**src/rtl/exc_ctrl.sv**
```systemverilog
// Exception and interrupt controller: prioritises opcode/overflow exceptions and masked IRQs,
// captures EPC/Cause, issues a one-cycle vector pulse and tracks handler residency until eret.
module exc_ctrl #(
  parameter int              WIDTH    = 32,
  parameter int              N_IRQ    = 4,
  parameter logic [WIDTH-1:0] VEC_BASE = 'h80,
  localparam int             CW       = $clog2(N_IRQ + 2)
) (
  input  logic             clock,
  input  logic             reset,
  input  logic             exc_opcode,
  input  logic             exc_ovf,
  input  logic [N_IRQ-1:0] irq,
  input  logic             instr_boundary,
  input  logic [WIDTH-1:0] pc_cur,
  input  logic             eret,
  input  logic             mask_we,
  input  logic [N_IRQ-1:0] mask_din,
  output logic             take,
  output logic [WIDTH-1:0] pc_vec,
  output logic [WIDTH-1:0] epc,
  output logic [CW-1:0]    cause,
  output logic             in_handler,
  output logic             double_fault,
  output logic [N_IRQ-1:0] pending
);

  typedef enum logic [1:0] {
    IDLE    = 2'd0,
    VECTOR  = 2'd1,
    HANDLER = 2'd2
  } state_t;

  state_t           state, state_nxt;
  logic [N_IRQ-1:0] mask;
  logic [N_IRQ-1:0] scan;
  logic             irq_found;
  logic [CW-1:0]    irq_cause;
  logic             ev;
  logic [CW-1:0]    ev_cause;
  logic [WIDTH-1:0] vec_nxt;
  logic             df_set;

  assign pending = irq & mask;
  assign vec_nxt = VEC_BASE + (WIDTH'(ev_cause) << 2);
  assign df_set  = (state == HANDLER) && (exc_opcode || exc_ovf);

  // Lowest-numbered pending line wins; scan shifts right so only bit 0 is ever inspected.
  always_comb begin
    scan      = pending;
    irq_found = 1'b0;
    irq_cause = '0;
    for (int unsigned k = 0; k < N_IRQ; k++) begin
      if (!irq_found && scan[0]) begin
        irq_found = 1'b1;
        irq_cause = CW'(k + 2);
      end
      scan = scan >> 1;
    end
  end

  always_comb begin
    ev       = 1'b0;
    ev_cause = '0;
    if (state == IDLE) begin
      if (exc_opcode) begin
        ev       = 1'b1;
        ev_cause = CW'(0);
      end else if (exc_ovf) begin
        ev       = 1'b1;
        ev_cause = CW'(1);
      end else if (instr_boundary && irq_found) begin
        ev       = 1'b1;
        ev_cause = irq_cause;
      end
    end
  end

  always_comb begin
    state_nxt = state;
    unique case (state)
      IDLE:    if (ev) state_nxt = VECTOR;
      VECTOR:  state_nxt = HANDLER;
      HANDLER: if (eret) state_nxt = IDLE;
      default: state_nxt = IDLE;
    endcase
  end

  always_ff @(posedge clock) begin
    if (reset) begin
      state        <= IDLE;
      take         <= 1'b0;
      pc_vec       <= VEC_BASE;
      epc          <= '0;
      cause        <= '0;
      in_handler   <= 1'b0;
      double_fault <= 1'b0;
      mask         <= '0;
    end else begin
      state      <= state_nxt;
      take       <= ev;
      in_handler <= (state_nxt != IDLE);
      if (ev) begin
        epc    <= pc_cur;
        cause  <= ev_cause;
        pc_vec <= vec_nxt;
      end
      if (df_set) double_fault <= 1'b1;
      if (mask_we) mask <= mask_din;
    end
  end

endmodule

```
**config.mk**
```make
export PLATFORM = sky130hd
export DESIGN_NAME = exc_ctrl
export DESIGN_NICKNAME = d
export VERILOG_FILES = /design/src/rtl/exc_ctrl.sv
export SDC_FILE = /design/constraint.sdc
export NUM_CORES = 1
export LEC_CHECK = 0
export CORE_MARGIN = 3
export CORE_UTILIZATION = 42
export CTS_CLUSTER_SIZE = 8
export DETAILED_ROUTE_END_ITERATION = 10
export GPL_ROUTABILITY_DRIVEN = 0
export PLACE_DENSITY = 0.86
export SLEW_MARGIN = 20
export SYNTH_ARGS = -nofsm -noshare
export SYNTH_HDL_FRONTEND = slang
export SYNTH_SLANG_ARGS = --single-unit
```
**constraint.sdc**
```tcl
create_clock -name clock -period 3.4 [get_ports clock]
set_input_delay 0.68 -clock clock [delete_from_list [all_inputs] [get_ports clock]]
set_output_delay 0.68 -clock clock [all_outputs]
set_load 0.02 [all_outputs]
```
==> images/pdn.png <==
(6 px per µm) Pins as bars on the die edge.
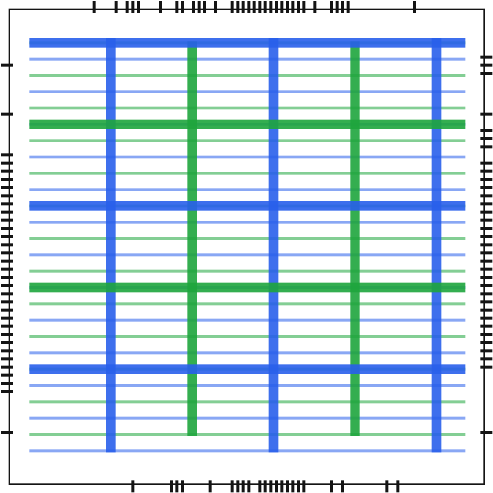
| net | colour |
|---|---|
| VDD | green |
| VSS | blue |
met5 straps: 5
signal pins: 121
rows: 25
met1 rails: 26
core area: 4940 µm²
Max VDD drop: 0.249 mV
floorplan die width: 78.9 µm

==> images/drive_strength.png <==
(4 px per µm)
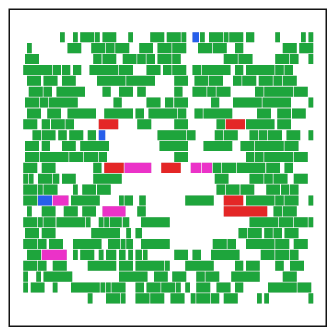
| size | colour | cells | share |
|---|---|---|---|
| drive 6 and up | red | 6 | 1.9% |
| drive 1 or less | green | 301 | 95% |
| drive 2 | blue | 3 | 0.95% |
| drive 3 to 4 | magenta | 6 | 1.9% |

==> images/wire_density.png <==
(4 px per µm) 16 x 16 tiles, from dark purple (low) to yellow (high), scaled to the fullest tile. Values are wire area over tile area, all layers added.
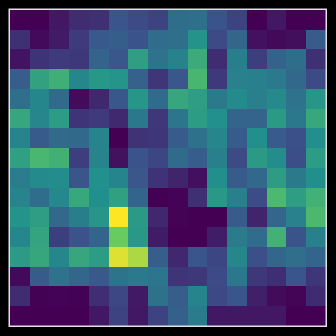
tiles over half the peak: 18%
fullest tile: 0.40
nearly empty tiles: 9.0%
mean over tiles: 0.12
via count: 1,737
Overall Global Routing Usage: 15.0%
average wire length per cell after detail routing: 12.4 µm

==> images/final_placement.png <==
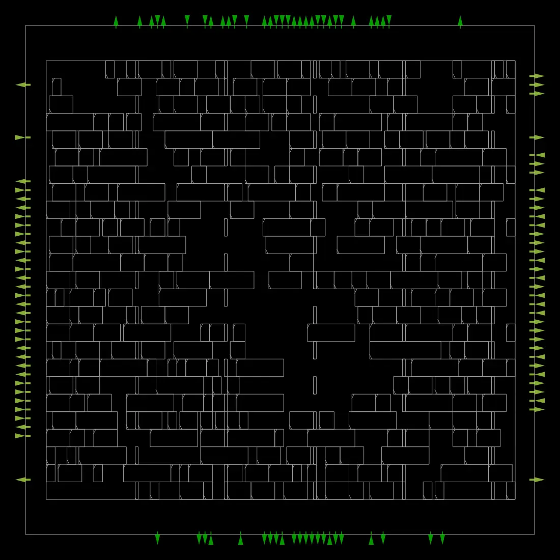
Filler Cells Inserted: 427
sequential share of cell area: 28.1%
standard-cell rows: 25
Final Core Density: 63.5%
number of flip-flops and latches: 44

==> images/zoom.png <==
Window x 14 to 64, y 29 to 79 µm. Cells in grey, sequential cells in the stronger grey; small squares are vias.
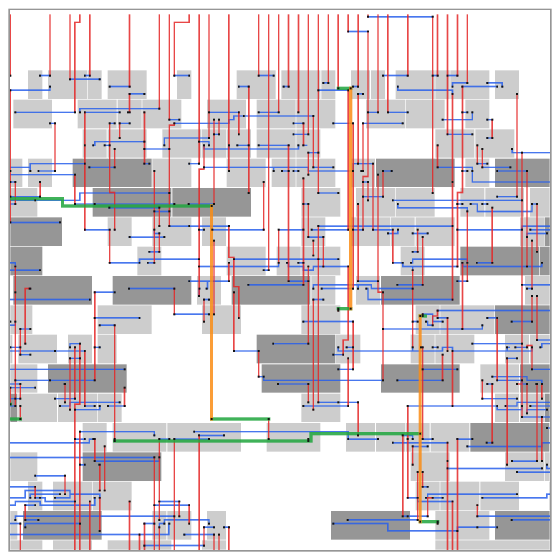
| layer | colour |
|---|---|
| met3 | green |
| met2 | red |
| met1 | blue |
| met4 | orange |
netlist names of flops here include: epc (19)
sequential cells in the window: 21
cells with their middle in the window: 129
most frequent: nand2b_1 (37), clkdlybuf4s50_1 (30)

==> summary.rpt <==
IMPLEMENTATION SUMMARY REPORT
----------------------------------------------------
[Worst setup path]
  Count of cells along the worst register-to-register path ........................ 5
  CP startpoint kind ........................ input pin
  Kind of end point of the critical path ........................ output pin
  Launching point of the worst reg2reg path ........................ mask[1]$_SDFFE_PP0P_
  Critical Path, Cell by Cell ........................ clkdlybuf4s50_1 > and2_1 > clkdlybuf4s50_1
  Largest stage delay, worst path ........................ just over 0.6 ns
  Critical Path Fanout Max ........................ 2
  Data arrival time of the worst path ........................ roughly 1.9 ns

[Final timing]
  RSZ-0062 raised after global routing ........................ no
  Final max-slew violation count ........................ 0
  Final-layout setup total negative slack ........................ 0 ns
  Final worst clock skew ........................ between 0.008 and 0.009 ns
  Post-layout min period ........................ ~2.6 ns
  Highest clock frequency the design can meet ........................ between 300 and 400 MHz

[Clocking]
  Cell at the root of the clock tree ........................ sky130_fd_sc_hd__clkbuf_8
  Number of buffers on the longest clock path ........................ 2
  Number of instances resized during post-cts repair ........................ 0
  Number of levels in the clock H-tree ........................ 2
  Clock buffer count from CTS ........................ 5
  Insertion delay to the later sink of the worst-skew pair ........................ about 0.29 ns
  CTS sink cnt ........................ around 44

[Finish]
  Share of layout cells above drive strength 1 ........................ 4.75%
  Diodes inserted ........................ 0
  Synth-to-Final Area Change ........................ 40.5%
  Nets ........................ between 300 and 400
  Most frequent cells in the layout ........................ sky130_fd_sc_hd__clkdlybuf4s50_1, sky130_fd_sc_hd__nand2b_1, sky130_fd_sc_hd__dfxtp_1
  Post-route cell area ........................ 3140 µm²
  Most common logic cell in the routed design ........................ sky130_fd_sc_hd__clkdlybuf4s50_1

[Worst hold path]
  Type of the tightest min-delay check ........................ reg2reg
  Worst hold path depth ........................ 2

[Pwr]
  P per Cell Area ........................ about 440 nW/µm²

[Logic synthesis]
  Number of synthesized flops with an enable pin ........................ 0
  Most numerous cell types in the synthesized netlist ........................ sky130_fd_sc_hd__nand2b_1, sky130_fd_sc_hd__dfxtp_1, sky130_fd_sc_hd__mux2i_1, sky130_fd_sc_hd__buf_4, sky130_fd_sc_hd__nor2_1
  Commonest flop ........................ sky130_fd_sc_hd__dfxtp_1
  Synth top area cells ........................ sky130_fd_sc_hd__dfxtp_1, sky130_fd_sc_hd__nand2b_1, sky130_fd_sc_hd__mux2i_1
  Xor/xnor cell area share of the yosys netlist ........................ 0%
  Unique cell types ........................ 27
  Top logic cell family in the synthesized netlist ........................ simple AND/OR/NAND/NOR gates
  Post-Synth Simple-Gate Area ........................ approximately a quarter
  Post-synthesis async set-or-reset flop share ........................ 0%
  Syn avg cell area ........................ slightly below 10 µm²
  Number of synthesis warnings ........................ 0
  Top-area cell share ........................ a little under 40%
  Syn Std Cell Area ........................ 2230 µm²
  Share of the yosys chip area belonging to registers ........................ between 30% and 40%
  Post-synthesis compound-gate area fraction ........................ under 10%

[Run status]
  Status ........................ complete, no violations

[Die]
  IO Pins ........................ about 120
  Core utilization before placement ........................ a little under half

[GRT]
  Global-route wire length before repair ........................ 7600 µm
  Number of global-route vias before repair ........................ 1,711
  Number of antenna violations at the first check in global routing ........................ 0

[Place]
  Post-Place Cell Area ........................ ~3000 µm²

[Detailed routing]
  DRC violation total after the first TritonRoute iteration ........................ roughly 55
  Pre-antenna DRT Iters ........................ 4

[Run]
  OpenROAD warning count ........................ 26

----------------------------------------------------
## worst min-delay path: stages (launching register included)
cell	delay [ns]
sky130_fd_sc_hd__dfxtp_1	0.31
sky130_fd_sc_hd__nand2b_1	0.06
sky130_fd_sc_hd__mux2i_1	0.05
## state kept, by name, summed over array words and instances, names as in the netlist
signal,count
state,2
in_handler,1
mask,4
take,1
epc,32
cause,3
double_fault,1
## report_power, final
group          leakage [nW]  internal [mW]  switching (mW)
registers             0.363          0.565          0.0295
clock network        0.0552          0.218           0.166
logic                 0.892          0.199           0.192
## area by class of cell
class                      count  area, µm²  share of cell area, %
multi-input combinational    169       1140                   36.2
timing repair buffer          93        921                   29.4
sequential                    44        881                   28.1
tap                           67       83.8                   2.67
clock buffer                   6       72.6                   2.31
clock inverter                 2       35.0                   1.12
inverter                       2       7.51                  0.239
## worst max-delay path by stage
| stage | slack [ns] | from | end | cells after the start |
|---|---|---|---|---|
| floorplan | 1.74 | irq[3] | cause[0]$_SDFFE_PP0P_ | 4 |
| global placement | 0.81 | irq[3] | pending[3] | 3 |
| detailed placement | 0.78 | irq[3] | pending[3] | 3 |
| CTS | 0.78 | irq[3] | pending[3] | 3 |
| global route | 0.75 | irq[1] | pending[1] | 3 |
| finish | 0.78 | irq[3] | pending[3] | 3 |
## per-layer routing
metal | vias up | GRT usage, % | wire (µm)
met3 | 7 | 4.31 | 378
met1 | 797 | 17.0 | 2030
met4 | 0 | 5.33 | 59
met2 | 73 | 26.7 | 2280
met5 | - | 0 | 0
li1 | 860 | - | -
## metrics by stage
step                std cells  total power, mW  hold slack, ns
floorplan                 259            0.858           0.475
global placement          375            0.992           0.452
detailed placement        375             1.00           0.463
CTS                       383             1.39           0.479
global route              383             1.43           0.492
finish                    383             1.37           0.471
No activity file was given, so power comes from the tool's default toggle rates.
